**Run 1: wiring by layer**

The bar under the picture is 50 microns long. Only two layers are drawn.
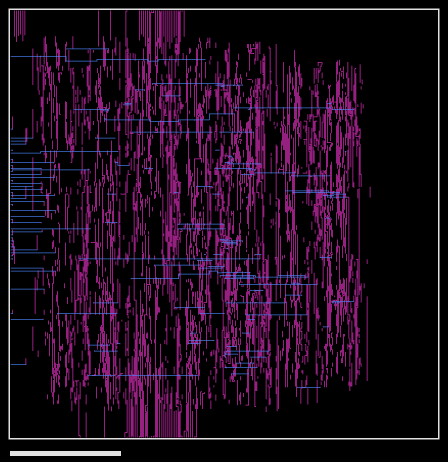
**Run 1: register map, names as in the netlist**

The bar under the picture is 50 microns long. Other sequential cells in the stronger grey, the rest of the logic in the fainter grey.
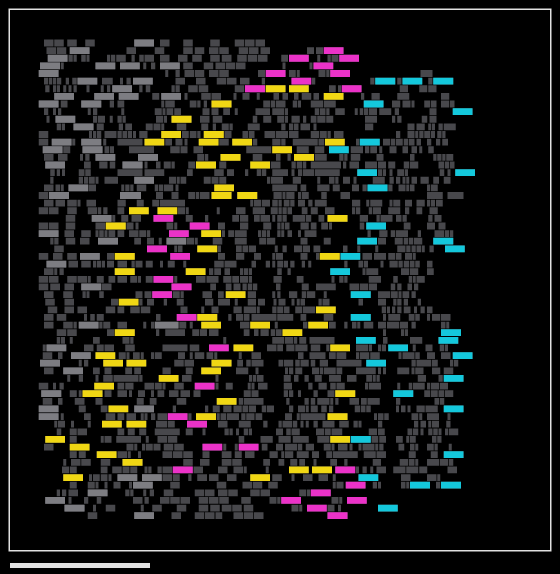
**Run 1: clock distribution**

The bar under the picture is 50 microns long.
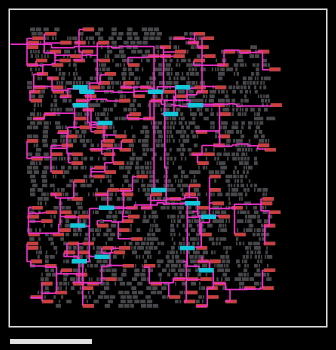
**Run 1: clock wiring as the flow saved it**

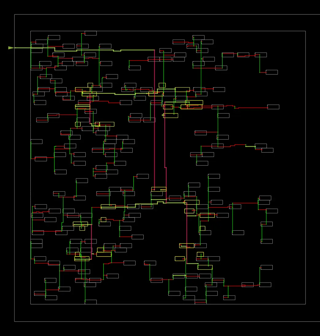
--- src/rtl/mdu_iter.sv ---
// Iterative multiply/divide unit: one bit per cycle, 34-cycle latency, result delivered on a register-file write port.
// Optional signed operation (op[2]) is built only when MDU_SIGNED_EN is defined.
module mdu_iter #(
  parameter int unsigned AW = 5,
  parameter int unsigned DW = 32
) (
  input  logic          clk,
  input  logic          rst,
  input  logic          start,
  input  logic [2:0]    op,
  input  logic [DW-1:0] a,
  input  logic [DW-1:0] b,
  input  logic [AW-1:0] rd,
  output logic          busy,
  output logic          done,
  output logic          we,
  output logic [AW-1:0] wa,
  output logic [DW-1:0] wd
);

  localparam int unsigned CW = $clog2(DW) + 1;
  localparam int unsigned PW = 2 * DW;

  typedef enum logic [1:0] {IDLE, CALC, FIX, DONE} state_t;

  state_t        state, state_next;
  logic [1:0]    op_q, op_d;
  logic [AW-1:0] rd_q, rd_d;
  logic [CW-1:0] cnt_q, cnt_d;
  logic [PW-1:0] acc_q, acc_d;
  logic [DW:0]   rem_q, rem_d;
  logic [DW-1:0] opb_q, opb_d;
  logic          busy_d, done_d, we_d;
  logic [AW-1:0] wa_d;
  logic [DW-1:0] wd_d;

  logic [DW-1:0] a_mag, b_mag;
  logic [PW-1:0] acc_fix;
  logic [DW-1:0] rem_fix;
  logic [DW:0]   mul_sum;
  logic [DW+1:0] div_trial;
  logic [DW:0]   div_shift;
  logic          div_borrow;
  logic [DW-1:0] result;

`ifdef MDU_SIGNED_EN
  logic a_neg, b_neg, neg_q, negr_q;

  assign a_neg = op[2] & a[DW-1];
  assign b_neg = op[2] & b[DW-1];
  assign a_mag = a_neg ? (~a + DW'(1)) : a;
  assign b_mag = b_neg ? (~b + DW'(1)) : b;

  // Result signs are decided at acceptance; a zero divisor keeps the all-ones quotient unsigned.
  always_ff @(posedge clk) begin
    if (rst) begin
      neg_q  <= 1'b0;
      negr_q <= 1'b0;
    end else if (state == IDLE && start) begin
      neg_q  <= (a_neg ^ b_neg) & ~(op[1] & (b == '0));
      negr_q <= a_neg;
    end
  end

  assign acc_fix = neg_q  ? (~acc_q + PW'(1)) : acc_q;
  assign rem_fix = negr_q ? (~rem_q[DW-1:0] + DW'(1)) : rem_q[DW-1:0];
`else
  logic unused_sign;

  assign unused_sign = op[2];
  assign a_mag       = a;
  assign b_mag       = b;
  assign acc_fix     = acc_q;
  assign rem_fix     = rem_q[DW-1:0];
`endif

  // Shift-add step: accumulator high half gains the multiplicand when the current multiplier bit is set.
  assign mul_sum    = {1'b0, acc_q[PW-1:DW]} + {1'b0, (acc_q[0] ? opb_q : '0)};
  // Restoring-division step: the extra top bit of the trial difference is the borrow.
  assign div_trial  = {rem_q, acc_q[DW-1]} - {2'b00, opb_q};
  assign div_shift  = {rem_q[DW-1:0], acc_q[DW-1]};
  assign div_borrow = div_trial[DW+1];

  always_comb begin
    result = '0;
    case (op_q)
      2'b00:   result = acc_fix[DW-1:0];
      2'b01:   result = acc_fix[PW-1:DW];
      2'b10:   result = acc_fix[DW-1:0];
      default: result = rem_fix;
    endcase
  end

  always_ff @(posedge clk) begin
    if (rst) state <= IDLE;
    else     state <= state_next;
  end

  always_comb begin
    state_next = state;
    op_d       = op_q;
    rd_d       = rd_q;
    cnt_d      = cnt_q;
    acc_d      = acc_q;
    rem_d      = rem_q;
    opb_d      = opb_q;
    done_d     = 1'b0;
    we_d       = 1'b0;
    wa_d       = wa;
    wd_d       = wd;
    case (state)
      IDLE: begin
        if (start) begin
          state_next = CALC;
          op_d       = op[1:0];
          rd_d       = rd;
          cnt_d      = '0;
          rem_d      = '0;
          acc_d      = {{DW{1'b0}}, (op[1] ? a_mag : b_mag)};
          opb_d      = op[1] ? b_mag : a_mag;
        end
      end
      CALC: begin
        cnt_d = cnt_q + CW'(1);
        if (op_q[1]) begin
          acc_d = {acc_q[PW-1:DW], acc_q[DW-2:0], ~div_borrow};
          rem_d = div_borrow ? div_shift : div_trial[DW:0];
        end else begin
          acc_d = {mul_sum, acc_q[DW-1:1]};
        end
        if (cnt_q == CW'(DW - 1)) state_next = FIX;
      end
      FIX: begin
        state_next = DONE;
        done_d     = 1'b1;
        we_d       = (rd_q != '0);
        wa_d       = rd_q;
        wd_d       = result;
      end
      DONE:    state_next = IDLE;
      default: state_next = IDLE;
    endcase
    busy_d = (state_next != IDLE);
  end

  always_ff @(posedge clk) begin
    if (rst) begin
      op_q  <= '0;
      rd_q  <= '0;
      cnt_q <= '0;
      acc_q <= '0;
      rem_q <= '0;
      opb_q <= '0;
      busy  <= 1'b0;
      done  <= 1'b0;
      we    <= 1'b0;
      wa    <= '0;
      wd    <= '0;
    end else begin
      op_q  <= op_d;
      rd_q  <= rd_d;
      cnt_q <= cnt_d;
      acc_q <= acc_d;
      rem_q <= rem_d;
      opb_q <= opb_d;
      busy  <= busy_d;
      done  <= done_d;
      we    <= we_d;
      wa    <= wa_d;
      wd    <= wd_d;
    end
  end

endmodule

--- config.mk ---
export PLATFORM = sky130hd
export DESIGN_NAME = mdu_iter
export DESIGN_NICKNAME = d
export VERILOG_FILES = /design/src/rtl/mdu_iter.sv
export SDC_FILE = /design/constraint.sdc
export NUM_CORES = 1
export LEC_CHECK = 0
export CAP_MARGIN = 20
export CORE_MARGIN = 10
export CORE_UTILIZATION = 40
export DETAILED_ROUTE_END_ITERATION = 8
export PLACE_DENSITY = 0.57
export SLEW_MARGIN = 20
export SYNTH_ARGS = -nofsm -noshare
export SYNTH_HDL_FRONTEND = slang
export SYNTH_SLANG_ARGS = --single-unit
--- constraint.sdc ---
create_clock -name clk -period 4.25 [get_ports clk]
set_clock_uncertainty 0.15 [all_clocks]
set_input_delay 1.0625 -clock clk [delete_from_list [all_inputs] [get_ports clk]]
set_output_delay 1.0625 -clock clk [all_outputs]
set_load 0.1 [all_outputs]
==> flow_summary.toml, run 1 <==
# implementation run metrics
[final_layout]
clockNetworkAreaShare = 0.0434
layout.nonclk_buf_frac = 0.0944
comb_area_frac = 0.551
largest_reg_flops = 64
area_delta_synth_final_pct = 17.4
flops = 184
num-nets-final = 1673
final_cell_mix = "202 x nor2_1, 182 x dfxtp_1, 142 x mux2i_1, 139 x a211oi_1, 112 x a21oi_1"
inverters = 47
fillCellCount = 2954

[critical_path]
arrival_ps = 3760
cp_num_buf_inv = 2
timing.rr.start = "acc_fix[0]$_SDFFE_PP0P_"
cp_slowest_cell = "dfxtp_1"
cp_cell_sequence = "buf_4 > and2_1 > ha_1 > inv_1 > fa_1 > nor2b_1 > o31a_1 > a41o_1 > a21oi_4 > nand4_2 > a41o_1 > a21o_1 > a2111oi_2 > nor4_1"
r2r_slack_ps = 640
cp-endpoint = "acc_fix[63]$_SDFFE_PP0P_"
timing.rr.end = "acc_fix[63]$_SDFFE_PP0P_"
worstPathRequired_ps = 4400
crit_fanout = 12
cpMostUsedCell = "a41o_1"
crit_path_start = "acc_fix[0]$_SDFFE_PP0P_"

[floorplan]
std_cell_rows = 63
dieHeight_microns = 193
initial_core_util = 0.403

[sta]
fin_crit_ps = 3610
grt_setup_unrepaired = "false"
finalCritPeriodShare = 0.849
drv_slew = 0
fmax_mhz = 277
holdWs_ps = 308
finalHoldViolCount = 0
setup_viol = 0

[synth]
xor_area_frac = 0.0418
yosys.area_share.adder = 0.0716
logic_family = "AND-OR/OR-AND gates"
syn_inst = 1476
ys_seq_share = 0.309
netlist_top_cells_count = "203 x nor2_1, 184 x dfxtp_1, 142 x mux2i_1"
ys.flops = 184
synthSimpleGateAreaFrac = 0.157
topCellsByArea = "dfxtp_1 31%, mux2i_1 12%, a211oi_1 8.8%"
ys_warn_count = 0
synth.top_cell.area_share = 0.309
yosys.area_share.aoi = 0.254
edf_count = 0

[global_routing]
grt_pass1_vias = 10194
grt_pass1_wl_microns = 57000
grt.overflow.total = 0
grt.busiest_layer = "met2"
grt_max_degree = 131
met1_usage = 0.287
grt_use_met3 = 0.0338

[pwr]
clkPwrFrac = 0.391
pwr-share-seq = 0.440
sw_frac_of_total = 0.309
internal_power_mw = 2.94
p_switching_mw = 1.32
p_total_mw = 4.26

[detailed_routing]
ant_nets = 0
wl_met3_microns = 1700
drc = 0
drtPass1Iterations = 5

[cts]
cts_buffer_depth = 2
cts_setup_buffers = 0
ctsResizeCount = 0
path_clk_slew_ps = 80
cts-root-buf = "clkbuf_16"

[place]
hpwl_microns = 27000
place_inst = 1902
port_buffers = 113
placed_area_sq_um = 13400

[worst_hold_path]
hold_depth = 2

[outcome]
status = "finished, final reports clean"
## Picture notes: 'wiring by layer'
| colour | layer | wire length |
|---|---|---|
| blue | M3 | 1700 microns |
| magenta | M2 | 15900 microns |
average wire per standard cell: 18.8 microns
total number of vias: 10872
Total Routing Usage GR: 0.195
Post-Route WL: 36400 microns

## Picture notes: 'register map, names as in the netlist'
| colour | signal | placed flops |
|---|---|---|
| yellow | `acc_fix` | 64 |
| magenta | `opb_q` | 32 |
| cyan | `rem_q` | 33 |
Seq area share: 0.264
fin util: 0.473
Flop+latch power: 1.87 mW
sequential cell area: 3690 sq um

## Picture notes: 'clock distribution'
[red] flip-flops | count: 184
[cyan] clock-net drivers | count: 17
[magenta] clock wires | length: 2580 microns
routed clock nets: 18

## Picture notes: 'clock wiring as the flow saved it'
clock buffer count from CTS: 17
Clock Power: 1.67 mW
clk sinks: 184
clock buffers: 17
Clock Latency Late Sink: 450 ps

==> run 2: changes to the inputs <==
- PLACE_DENSITY: 0.57 -> 0.59
- clock period: 4.25 -> 3 ns (I/O delays scaled with it)
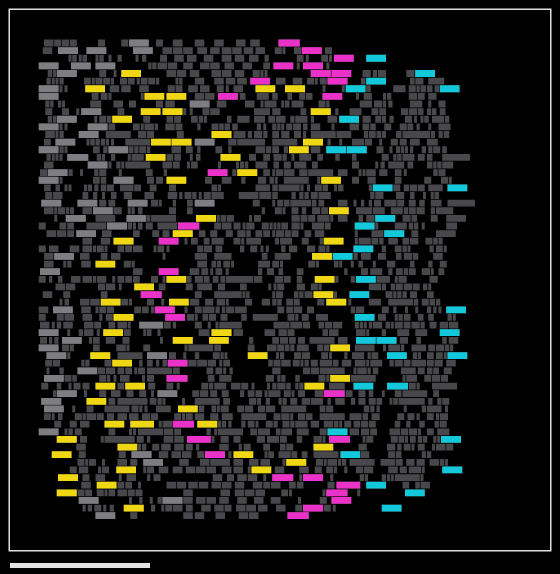
**Above:** run 2 (register map, names as in the netlist).
The bar under the picture is 50 microns long. Other sequential cells in the stronger grey, the rest of the logic in the fainter grey.
| colour | signal | placed flops |
|---|---|---|
| magenta | `opb_q` | 32 |
| cyan | `rem_q` | 33 |
| yellow | `acc_fix` | 64 |
not coloured: 55
Seq area share: 0.239
sequential cell area: 3710 sq um

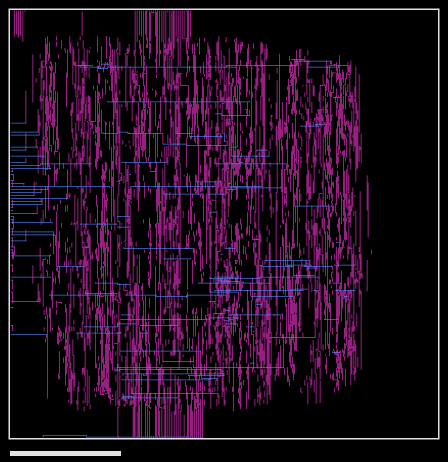
**Above:** run 2 (wiring by layer).
The bar under the picture is 50 microns long. Only two layers are drawn.
| colour | layer | wire length |
|---|---|---|
| magenta | M2 | 17100 microns |
| blue | M3 | 2080 microns |
total number of vias: 11427
Total Routing Usage GR: 0.205
average wire per standard cell: 18.8 microns

==> flow_summary.toml, run 2 <==
# implementation run metrics
[sta]
drv_slew = 0
layout_setup_ws_ps = -22.0
setup_viol = 3
finalCritPeriodShare = 1.01
holdWs_ps = 311
grt_setup_unrepaired = "true"
fin_crit_ps = 3020

[synth]
topCellsByArea = "dfxtp_1 31%, mux2i_1 12%, a211oi_1 8.8%"
yosys.area_share.adder = 0.0716
synth.top_cell.area_share = 0.309
netlist_top_cells_count = "203 x nor2_1, 184 x dfxtp_1, 142 x mux2i_1"
syn_inst = 1476
ys_warn_count = 0
edf_count = 0
synthSimpleGateAreaFrac = 0.157
xor_area_frac = 0.0418
ys_seq_share = 0.309

[critical_path]
crit_path_start = "acc_fix[0]$_SDFFE_PP0P_"
timing.rr.start = "acc_fix[0]$_SDFFE_PP0P_"
cp_cell_sequence = "and2_4 > ha_4 > inv_2 > fa_2 > nor2b_2 > o31a_1 > a41o_1 > a21oi_4 > nand4_4 > a41o_1 > a21o_1 > buf_6 > xnor2_2 > a211oi_2"
cpMostUsedCell = "a41o_1"
crit_fanout = 8
cp-endpoint = "acc_fix[61]$_SDFFE_PP0P_"
timing.rr.end = "acc_fix[61]$_SDFFE_PP0P_"
r2r_slack_ps = -20
cp_num_buf_inv = 2

[detailed_routing]
wirelength_microns = 38900
wl_met3_microns = 2080
ant_nets = 0

[outcome]
violations = "negative setup slack"
status = "complete, but fails checks"

[floorplan]
initial_core_util = 0.403
std_cell_rows = 63

[final_layout]
largest_reg_flops = 64
inverters = 47
flops = 184
final_cell_mix = "201 x nor2_1, 183 x buf_4, 168 x dfxtp_1, 141 x mux2i_1, 134 x a211oi_1"
fin_util = 0.525
fillCellCount = 2799
layout.nonclk_buf_frac = 0.153

[global_routing]
grt_max_degree = 123
grt_pass1_wl_microns = 60300
grt_pass1_vias = 10788
grt_use_met3 = 0.0331
met1_usage = 0.303

[place]
place_inst = 2026
hpwl_microns = 28800

[pwr]
sw_frac_of_total = 0.303
pwr-share-seq = 0.428
internal_power_mw = 4.35
p_total_mw = 6.23

[cts]
cts_buffer_depth = 2
cts_setup_buffers = 1
cts-root-buf = "clkbuf_16"
cts_sinks = 184
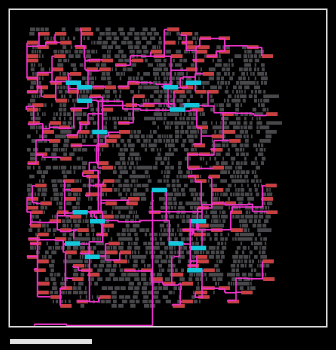
**Above:** run 2 (clock distribution).
The bar under the picture is 50 microns long.
[magenta] clock wires | length: 2570 microns
[red] flip-flops | count: 184
[cyan] clock-net drivers | count: 17
routed clock nets: 18
clock group share of total power: 0.384
Clock Power: 2.39 mW

Power figures rest on the tool's default switching activity, not on a simulated workload.
